Pin placement:
The bar under the picture is 20 um long. Pins as bars across the die edge, other pins in grey.
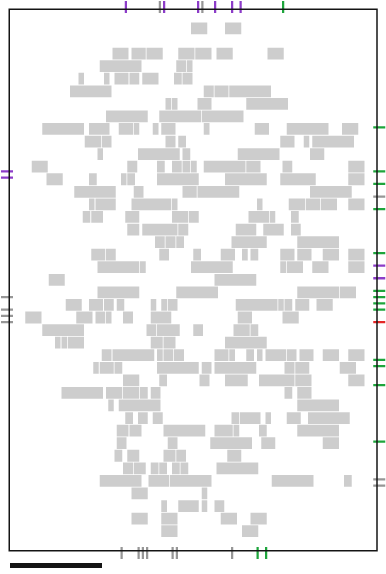
Drive-strength map:
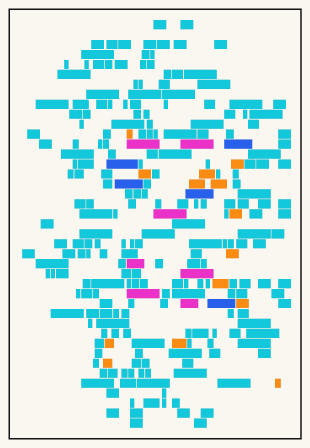
Layout detail:
Window x 49 to 69, y 78 to 98 um. Cells in grey, sequential cells in the stronger grey; small squares are vias.
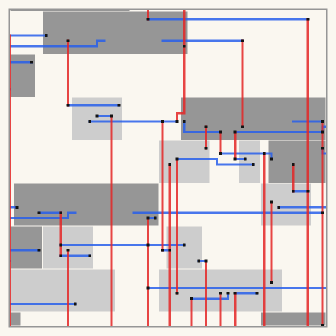
Cell density map:
8 x 12 tiles, from white (low) to dark blue (high), 0 to 100% covered.
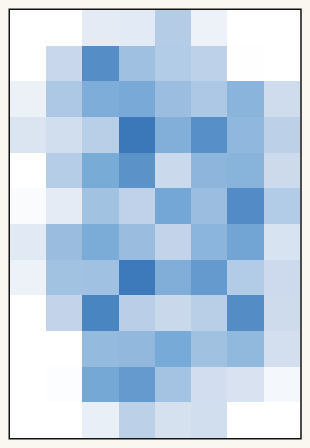
==> config.mk <==
export PLATFORM = sky130hd
export DESIGN_NAME = vga_scan_generator
export DESIGN_NICKNAME = d
export VERILOG_FILES = /design/src/rtl/vga_scan_generator.sv
export SDC_FILE = /design/constraint.sdc
export NUM_CORES = 1
export LEC_CHECK = 0
export ABC_CLOCK_PERIOD_IN_PS = 5600
export CORE_ASPECT_RATIO = 1.5
export CORE_MARGIN = 2
export CORE_UTILIZATION = 25
export DETAILED_ROUTE_END_ITERATION = 7
export PLACE_DENSITY = 0.43
export SYNTH_ARGS = -nofsm -noshare
export SYNTH_HDL_FRONTEND = slang
export SYNTH_SLANG_ARGS = --single-unit
==> constraint.sdc <==
create_clock -name Clk -period 5.6 [get_ports Clk]
set_input_delay 0.84 -clock Clk [delete_from_list [all_inputs] [get_ports Clk]]
set_output_delay 0.84 -clock Clk [all_outputs]
set_load 0.01 [all_outputs]
==> deck_impl_summary.md <==
Synthesis and Place & Route Summary

Clock network
  – CTS max path bufs: 2
  – Setup bufs post-CTS: 0
  – Num Clock Sinks: 37
  – H-tree depth reported by CTS: 2

Worst setup path
  – Critical path, cell by cell: or3_1, or2_1, or3_1, clkdlybuf4s50_1
  – FF-to-FF setup slack: 3440 ps
  – Bufs and invs on worst path: 1
  – Crit path top cell by count: or3_1
  – Worst r2r path cells: 6
  – Number of cells on the critical path: 4

Yosys
  – Ys async rst share: 100%
  – Primary FF master, synth: dfrtp_1
  – Mapped Cells: 206
  – Yosys Chip Area: 2120 um2
  – Mapped cell area: 2120 um2
  – Synth top cells by count: dfrtp_1 (37), xor2_1 (17), inv_1 (14)
  – Top-area cell share: 43.6%
  – Top cells by area: dfrtp_1 (44%), xor2_1 (7.0%), ha_1 (3.5%)

Outcome
  – Outcome: finished, final reports clean

Timing
  – Final setup viols: 0
  – RSZ-0062 raised after global routing: no
  – Hold slack: 466 ps
  – Fin. max-slew vios: 0
  – Clock skew: 8.38 ps

Job
  – Tool warnings: 29
  – Max capacitance violation total: 0

Power
  – Max VDD drop: 0.103 mV
  – Leakage: 1.18 nW

Detailed routing
  – Routed wl met3: 181 um
  – Vias/cell: 4.72
  – Vias: 1674
  – Top layer in use: met4
  – Avg WL per Cell: 15.5 um
  – Post-route ant nets: 0

Global route
  – Number of global-route vias before repair: 1696

Die
  – Std-Cell Rows: 41

Worst hold path
  – Worst Hold Depth: 1
## Picture notes: 'pin placement'
colour	port	pins	direction	edge
purple	DrawX	10	output	6 north, 2 west, 2 east
red	blank	1	output	east
green	frame_count	16	output	13 east, 2 south, 1 north
all pins by edge	19 east, 9 north, 9 south, 6 west
Die Wd: 79.2 um
Die Ht: 117 um
PortBufs: 42

## Picture notes: 'drive-strength map'
colour	size	cells	share	most used
magenta	x6 and larger	7	2.8%	clkbuf_16
orange	x2	14	5.6%	nor3_2
cyan	x1 and smaller	222	90%	clkdlybuf4s50_1
blue	x3 and x4	5	2.0%	nor4_4
Final Instance Area: 2780 um2
final worst slack: 2330 ps
Signal buffers: 42
area delta synth->final: 30.7%

## Picture notes: 'layout detail'
colour	layer
blue	M1
red	M2
sequential cells in the window	3
most frequent	xor2_1 (3), dfrtp_1 (3)
cells with their middle in the window	11

## Picture notes: 'cell density map'
mean over tiles	28%
densest ninth of the die	centre
fullest tile	71%
initial core utilization: 25.5%
Util after Layout: 33.4%
core footprint: 8310 um2

## report_power, final
group	total, mW	internal [mW]	leakage [nW]	switching, mW
Combinational	0.00557	0.000252	0.601	0.00531
Clock	0.300	0.189	0.0799	0.111
Sequential	0.267	0.267	0.503	0
Total	0.573	0.456	1.18	0.117
## metal layers
metal	up-vias	track usage, %
met5	-	0
met3	11	2.61
met2	40	23.3
met4	0	5.29
met1	811	14.8
li1	812	-
## cell type report
class,count,area [um2]
fillers,884,5540
repair buffers,42,415
multi-input cells,147,1090
clock buffers,7,153
inverters,14,52.6
flip-flops and latches,37,926
well taps,107,134
clock inverters,1,5.00
## cell families after synthesis
logic type | after synthesis | share of synthesized area (%)
adder cells (fa/ha/maj) | 6 | 3.54
XOR/XNOR | 25 | 10.3
AND-OR/OR-AND | 19 | 5.36
AND/OR/NAND/NOR | 94 | 30.6
flip-flops | 37 | 43.6
multiplexers | 3 | 1.47
buffers and inverters | 22 | 5.07
## worst register-to-register path, stage by stage, from the launching register on
cell and delay, ps:
dfrtp_1 460, inv_1 140, ha_1 230, nor4bb_1 460, nand3_1 360, a211oi_1 290
o22ai_1 110
## cells in the final DEF (no fill, tap or decap), drive strengths merged, types with 10 or more instances in the layout
cell type / count
clkdlybuf4s50: 41
dfrtp: 37
inv: 14
nand2: 11
nand3: 13
nand4: 11
nor2: 10
nor3: 10
nor4: 12
xor2: 17
## metrics by stage
stage / utilization (%) / instances
global route: 33.4 / 355
CTS: 33.4 / 355
global placement: 31.5 / 347
floorplan: - / 206
detailed placement: 31.5 / 347
finish: 33.4 / 355
Power and IR drop assume default switching activity.
